run_1/final_congestion.png
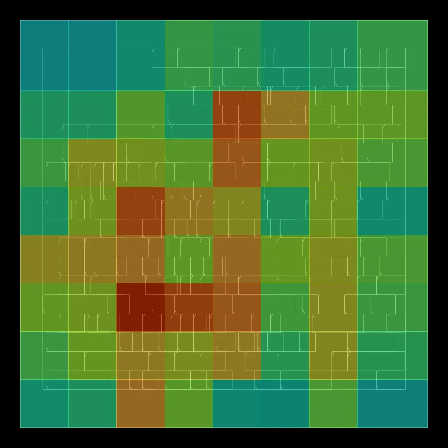
run_1/registers.png
Scale bar: 20 um.
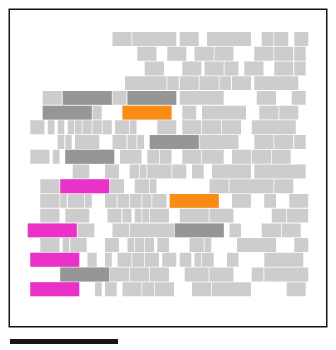
run_1/drive_strength.png
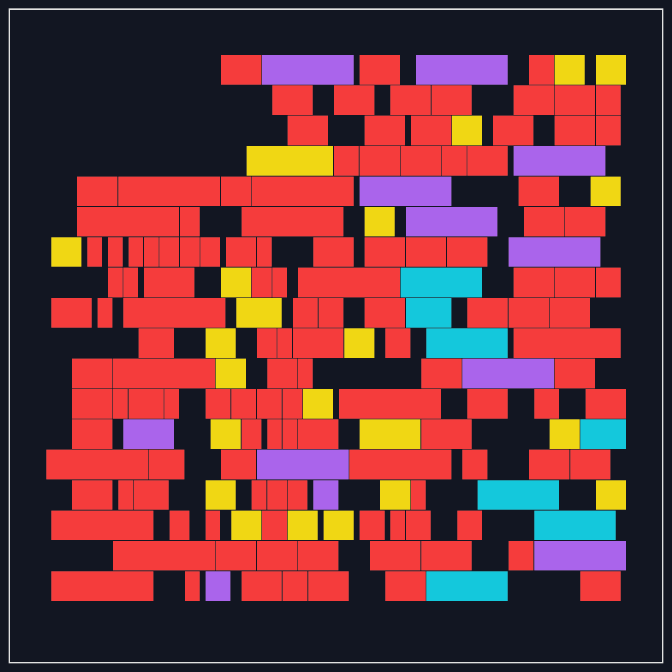
`config.mk`:
```
export PLATFORM = sky130hd
export DESIGN_NAME = fifo_wr_arb
export DESIGN_NICKNAME = d
export VERILOG_FILES = /design/src/rtl/fifo_wr_arb.sv
export SDC_FILE = /design/constraint.sdc
export NUM_CORES = 1
export LEC_CHECK = 0
export CORE_MARGIN = 3
export CORE_UTILIZATION = 38
export DETAILED_ROUTE_END_ITERATION = 7
export GPL_ROUTABILITY_DRIVEN = 0
export PLACE_DENSITY = 0.8
export SLEW_MARGIN = 20
export SYNTH_ARGS = -nofsm -noshare
export SYNTH_HDL_FRONTEND = slang
export SYNTH_SLANG_ARGS = --single-unit
```
`constraint.sdc`:
```
create_clock -name wclk -period 2.2 [get_ports wclk]
set_input_delay 0.44 -clock wclk [delete_from_list [all_inputs] [get_ports wclk]]
set_output_delay 0.44 -clock wclk [all_outputs]
set_load 0.05 [all_outputs]
```
`src/rtl/fifo_wr_arb.sv`:
```
// Round-robin arbiter sharing one FIFO write port among NREQ bursty requesters.
// Grant is held for a whole burst (or MAXBURST beats) and throttled by wfull.
module fifo_wr_arb #(
  parameter int DSIZE    = 8,
  parameter int NREQ     = 4,
  parameter int MAXBURST = 8
) (
  input  logic                  wclk,
  input  logic                  wrst,
  input  logic [NREQ-1:0]       req_valid,
  input  logic [NREQ-1:0]       req_last,
  input  logic [NREQ*DSIZE-1:0] req_data,
  output logic [NREQ-1:0]       req_ready,
  input  logic                  wfull,
  output logic                  winc,
  output logic [DSIZE-1:0]      wdata,
  output logic [NREQ-1:0]       grant,
  output logic                  busy
);

  localparam int PW = $clog2(NREQ);
  localparam int BW = $clog2(MAXBURST) + 1;

  typedef enum logic {
    IDLE,
    BURST
  } state_t;

  state_t          state, state_nx;
  logic [NREQ-1:0] grant_nx;
  logic [PW-1:0]   rr_ptr, ptr_nx;
  logic [PW-1:0]   gidx, gidx_nx;
  logic [BW-1:0]   beat_cnt, cnt_nx;
  logic [PW-1:0]   win;
  logic            found;
  int              idx;

  // Rotating priority search starting at rr_ptr; wraps explicitly.
  always_comb begin
    found = 1'b0;
    win   = '0;
    idx   = 0;
    for (int k = 0; k < NREQ; k++) begin
      idx = int'(rr_ptr) + k;
      if (idx >= NREQ)
        idx = idx - NREQ;
      if (!found && req_valid[idx]) begin
        found = 1'b1;
        win   = PW'(idx);
      end
    end
  end

  always_comb begin
    state_nx  = state;
    grant_nx  = grant;
    ptr_nx    = rr_ptr;
    gidx_nx   = gidx;
    cnt_nx    = beat_cnt;
    req_ready = '0;
    winc      = 1'b0;
    busy      = 1'b0;
    wdata     = '0;
    if (|grant)
      wdata = req_data[int'(gidx)*DSIZE +: DSIZE];
    unique case (state)
      IDLE: begin
        if (found) begin
          grant_nx      = '0;
          grant_nx[win] = 1'b1;
          gidx_nx       = win;
          state_nx      = BURST;
          cnt_nx        = '0;
        end
      end
      BURST: begin
        busy            = 1'b1;
        req_ready[gidx] = ~wfull;
        winc            = req_valid[gidx] & ~wfull;
        if (winc) begin
          cnt_nx = beat_cnt + 1'b1;
          if (req_last[gidx] || beat_cnt == BW'(MAXBURST - 1)) begin
            state_nx = IDLE;
            grant_nx = '0;
            ptr_nx   = (gidx == PW'(NREQ - 1)) ? '0 : gidx + 1'b1;
          end
        end
      end
      default: state_nx = IDLE;
    endcase
  end

  always_ff @(posedge wclk or posedge wrst) begin
    if (wrst) begin
      state    <= IDLE;
      grant    <= '0;
      rr_ptr   <= '0;
      gidx     <= '0;
      beat_cnt <= '0;
    end else begin
      state    <= state_nx;
      grant    <= grant_nx;
      rr_ptr   <= ptr_nx;
      gidx     <= gidx_nx;
      beat_cnt <= cnt_nx;
    end
  end

endmodule

```
==> results_dict.tcl, run 1 <==
# flow metrics
set metrics [dict create \
    p_sw_share_pct 50.5 \
    ioPinCount 61 \
    yosys.cell_types.count 31 \
    drt_iter0_drc 27 \
    ys_ff 13 \
    taps 30 \
    synthTopLogicFamily "multiplexers" \
    cts_hold_repair.buffers 0 \
    grt_setup_unrepaired "false" \
    clockNetworkAreaShare_pct 1.45 \
    synth.avg_cell_area_um2 10.5 \
    final.hold.worst_slack_ns 0.483 \
    dr_wl_met2_um 1450 \
    die-width_um 58.4 \
    seqPwrFrac_pct 19.2 \
    vdd.ir_drop.worst_mv 1.08 \
    signal_buffer_area_fraction_pct 39.4 \
    max_slew.worst_pin.slew_ns 0.501 \
    diodes 0 \
    synth.net_count 147 \
    top_cells_by_area "sky130_fd_sc_hd__dfrtp_1, sky130_fd_sc_hd__mux4_2, sky130_fd_sc_hd__ha_1" \
    place_hpwl_um 2470 \
    placement.io_buffers 60 \
    final.setup.tns_ns 0 \
    r2r_cells 5 \
    core-area_mm2 0.00254 \
    pg_clk_uw 146 \
    routed-wl-met3_um 241 \
    initial_utilization_pct 41.0 \
    ys_async_sr_fraction_pct 100 \
    fa_ha_area_share_pct 6.00 \
    chipArea_mm2 0.00341 \
    comb_power_mw 1.74 \
    final_layout_top_logic_cell "sky130_fd_sc_hd__clkdlybuf4s50_1" \
    max-cap-violations 0 \
    timing.final.setup_violations 0 \
    switchingPower_mw 1.18 \
    final.period_utilization_pct 97.6 \
    die_y_um 58.4 \
    place.detailed.instances 195 \
    biggestRegsByFlops "beat_cnt x4, grant x4" \
    ys_cells 99 \
    placement.cell_area_mm2 0.00177 \
    gr-total-overflow 0 \
    period_needed_ns 2.15 \
    core.rowCount 18 \
    totalWireLength_um 2960 \
    cts-buffers-inserted 3 \
    fillers 200 \
    global_route.peak_usage_layer "met2" \
    detail_route.vias_per_cell 5.26 \
    outcome "finished, final reports clean" \
    first_global_vias 1063 \
    synthSimpleGateAreaFrac_pct 20.3 \
    finClkSkew_ns 0.000436 \
    layout.nets 218 \
    critPathRequiredTime_ns 1.76 \
    openroad.warnings 29 \
    wirelength_met1_um 1220 \
    layout_top_cells "sky130_fd_sc_hd__clkdlybuf4s50_1, sky130_fd_sc_hd__buf_4, sky130_fd_sc_hd__dfrtp_1" \
    grt_max_degree 17 \
    fin_area_mm2 0.00181 \
    antenna_violating_nets_post_route 0 \
    synth.largest_area_cell "sky130_fd_sc_hd__dfrtp_1" \
    hold_class "in -> async" \
    sh_comb_area_pct 37.6 \
    ys_chip_area_mm2 0.00104 \
    htreeDepth 1 \
    netlist.area_leader.share_pct 31.2 \
    antenna_found_initial 0 \
    max_freq_ghz 0.466 \
    cp-endpoint "winc" \
    cp-end-kind "primary output" \
    synth_warnings 0 \
    yosys.area_share.xor_xnor_pct 0 \
    inv_count 7 \
    ys_dominant_reg_cell "sky130_fd_sc_hd__dfrtp_1" \
    post_synth_ao_oa_area_fraction_pct 12.9 \
    pre_cts_ws_ns 0.0549 \
    largest_class "non-clock buffers" \
    yosysMostFrequentCell "sky130_fd_sc_hd__dfrtp_1" \
    cts_setup_buffers 0 \
]
Back to the opening pictures, final_congestion.png:
Finished Core Util: 71.0%
met2 layer usage reported by global route: 30.6%
met1 usage: 22.1%
met3 layer usage reported by global route: 2.41%
average detailed-routed wire length per instance: 14.9 um

Back to the opening pictures, registers.png:
legend:
  magenta:
    name_in_the_netlist: grant
    sequential_cells: 4
    where: bottom left
  orange:
    name_in_the_netlist: rr_ptr
    sequential_cells: 2
sequential standard cell area: 325 um^2
sequential cell area share: 18.0%
power in sequential cells: 450 uW

Back to the opening pictures, drive_strength.png:
legend:
  yellow:
    size: drive 3 to 4
    cells: 22
    share: 13%
    most_used: buf_4
  red:
    size: drive 1 or less
    cells: 128
    share: 76%
    most_used: clkdlybuf4s50_1
  purple:
    size: drive 2
    cells: 12
    share: 7.1%
    most_used: mux4_2
  cyan:
    size: drive 6 and up
    cells: 7
    share: 4.1%
    most_used: buf_12
area growth from synthesis to final layout: 73.3%
setup slack of the critical path after layout: 0.0523 ns

[run 1: worst max-delay path, stage by stage]
cell,delay (ns)
sky130_fd_sc_hd__clkdlybuf4s50_1,0.42
sky130_fd_sc_hd__mux4_2,0.48
sky130_fd_sc_hd__nand2_2,0.11
sky130_fd_sc_hd__inv_1,0.07
sky130_fd_sc_hd__buf_4,0.19
[run 1: cells by family (layout without fill, tap and decap cells)]
| kind of cell | after synthesis | in the layout |
|---|---|---|
| muxes | 13 | 13 |
| and+or+nand+nor | 39 | 39 |
| DFF | 13 | 13 |
| buffers and inverters | 11 | 81 |
| adders and majority gates | 5 | 5 |
| AOI/OAI and AO/OA | 18 | 18 |
run_1/gate_families.png
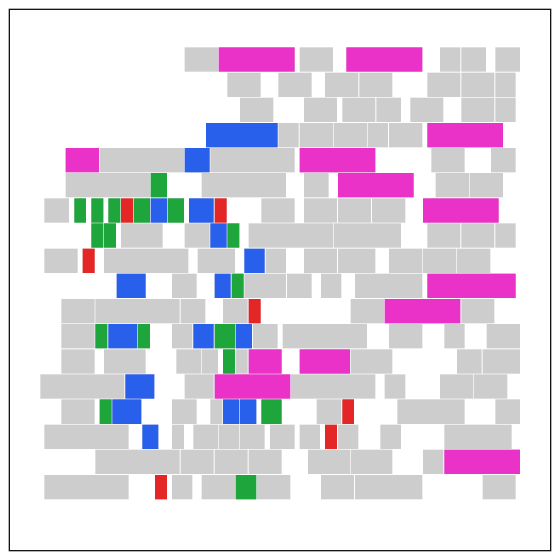

==> inputs of run 2 (changes only) <==
- PLACE_DENSITY: 0.8 -> not set
- PLACE_DENSITY_LB_ADDON: not set -> 0.05
run_2/gate_families.png
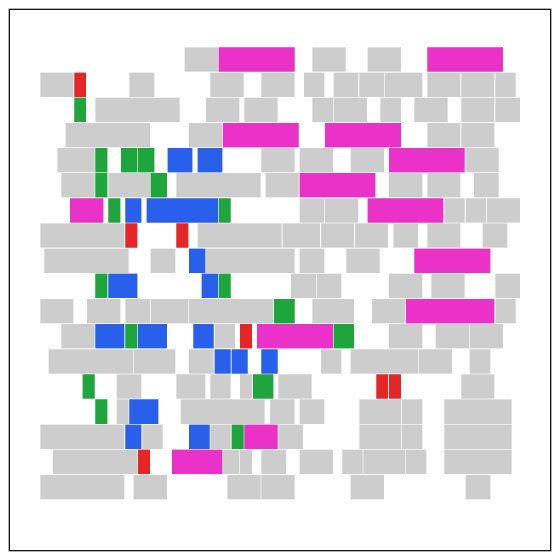
legend:
  blue:
    family: inverting AOI/OAI gates
    cells: 16
  green:
    family: NAND gates
    cells: 17
    most_used: nand2_1
    where: left middle
  red:
    family: inverters
    cells: 7
    most_used: inv_1
  magenta:
    family: multiplexers
    cells: 13
    most_used: mux4_2
number of standard cells in the layout, taps in and fillers out: 200
commonest non-fill, non-tap cell in the layout: sky130_fd_sc_hd__clkdlybuf4s50_1
multi-input gate share of the layout cell area: 37.6%

run_2/final_congestion.png
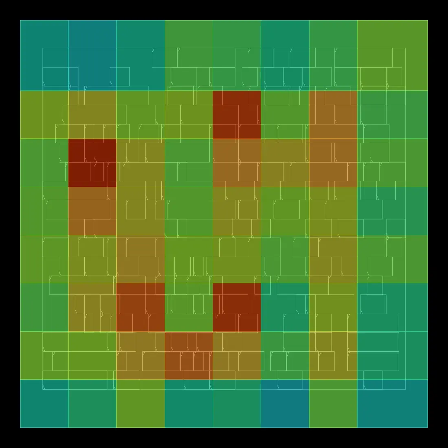
global route hottest layer: met2
average detailed-routed wire length per instance: 15.4 um
met1 usage: 24.1%
total routing resource utilization after global routing: 18.7%
met3 layer usage reported by global route: 2.63%

==> run 2 against run 1 <==
  * Hold slack got worse by 0.0022 ns
  * Register-to-register slack got worse by 0.02 ns
  * First-iteration DRC count rose by 33%
  * Critical path depth did not move
  * Wire length rose by 4.2%
  * Power fell by 0.62%
  * Sequential cell count did not move
==> results_dict.tcl, run 2 <==
# flow metrics
set metrics [dict create \
    period_needed_ns 2.12 \
    fin_util_pct 71.0 \
    comb_power_mw 1.72 \
    pg_clk_uw 145 \
    timing.final.setup_violations 0 \
    fillers 210 \
    place.detailed.instances 195 \
    cts-buffers-inserted 3 \
    cts_hold_repair.buffers 0 \
    first_global_vias 1069 \
    placement.cell_area_mm2 0.00176 \
    area_growth_pct 73.3 \
    ys_async_sr_fraction_pct 100 \
    max-cap-violations 0 \
    layout_top_cells "sky130_fd_sc_hd__clkdlybuf4s50_1, sky130_fd_sc_hd__buf_4, sky130_fd_sc_hd__dfrtp_1" \
    biggestRegsByFlops "beat_cnt x4, grant x4" \
    p_sw_share_pct 50.1 \
    detail_route.vias_per_cell 5.34 \
    critPathRequiredTime_ns 1.76 \
    yosysMostFrequentCell "sky130_fd_sc_hd__dfrtp_1" \
    placement.io_buffers 60 \
    fin_area_mm2 0.00181 \
    cts_setup_buffers 0 \
    r2r_cells 5 \
    antenna_found_initial 0 \
    openroad.warnings 29 \
    synth.net_count 147 \
    ioPinCount 61 \
    area.sequential_um2 327 \
    post-route-worst-setup-slack_ns 0.0762 \
    power_in_sequential_cells_uw 457 \
    outcome "finished, final reports clean" \
    ys_ff 13 \
    initial_utilization_pct 41.0 \
    seqPwrFrac_pct 19.6 \
    antenna_violating_nets_post_route 0 \
    place_hpwl_um 2510 \
    die_y_um 58.4 \
    chipArea_mm2 0.00341 \
    totalWireLength_um 3090 \
    ys_chip_area_mm2 0.00104 \
    ys_dominant_reg_cell "sky130_fd_sc_hd__dfrtp_1" \
    core.rowCount 18 \
    grt_setup_unrepaired "false" \
    ys_cells 99 \
    htreeDepth 1 \
    layout.nets 219 \
]
run 2: cell counts after synthesis:
No cell type changed its count.
run 2: kinds of logic (layout without fill, tap and decap cells):
group           Yosys count  in the layout  synth area share, %
buf+inv                  11             82                 4.32
fa+ha+maj                 5              5                 6.00
simple gates             39             39                 20.3
flops                    13             13                 31.2
compound gates           18             18                 12.9
mux                      13             13                 25.3
run 2: critical path, cell delays in order:
cell and delay, ns:
sky130_fd_sc_hd__clkdlybuf4s50_1 0.43, sky130_fd_sc_hd__mux4_2 0.47, sky130_fd_sc_hd__nand2_2 0.10, sky130_fd_sc_hd__inv_1 0.08
sky130_fd_sc_hd__buf_6 0.16
run 2: per-layer routing:
layer  GRT usage, %  share of wire [%]
met1           24.1                 42
met2           30.9                 48
met3           2.63                8.5
met4           8.61                1.7
met5              0                  0
Power figures rest on the tool's default switching activity, not on a simulated workload.
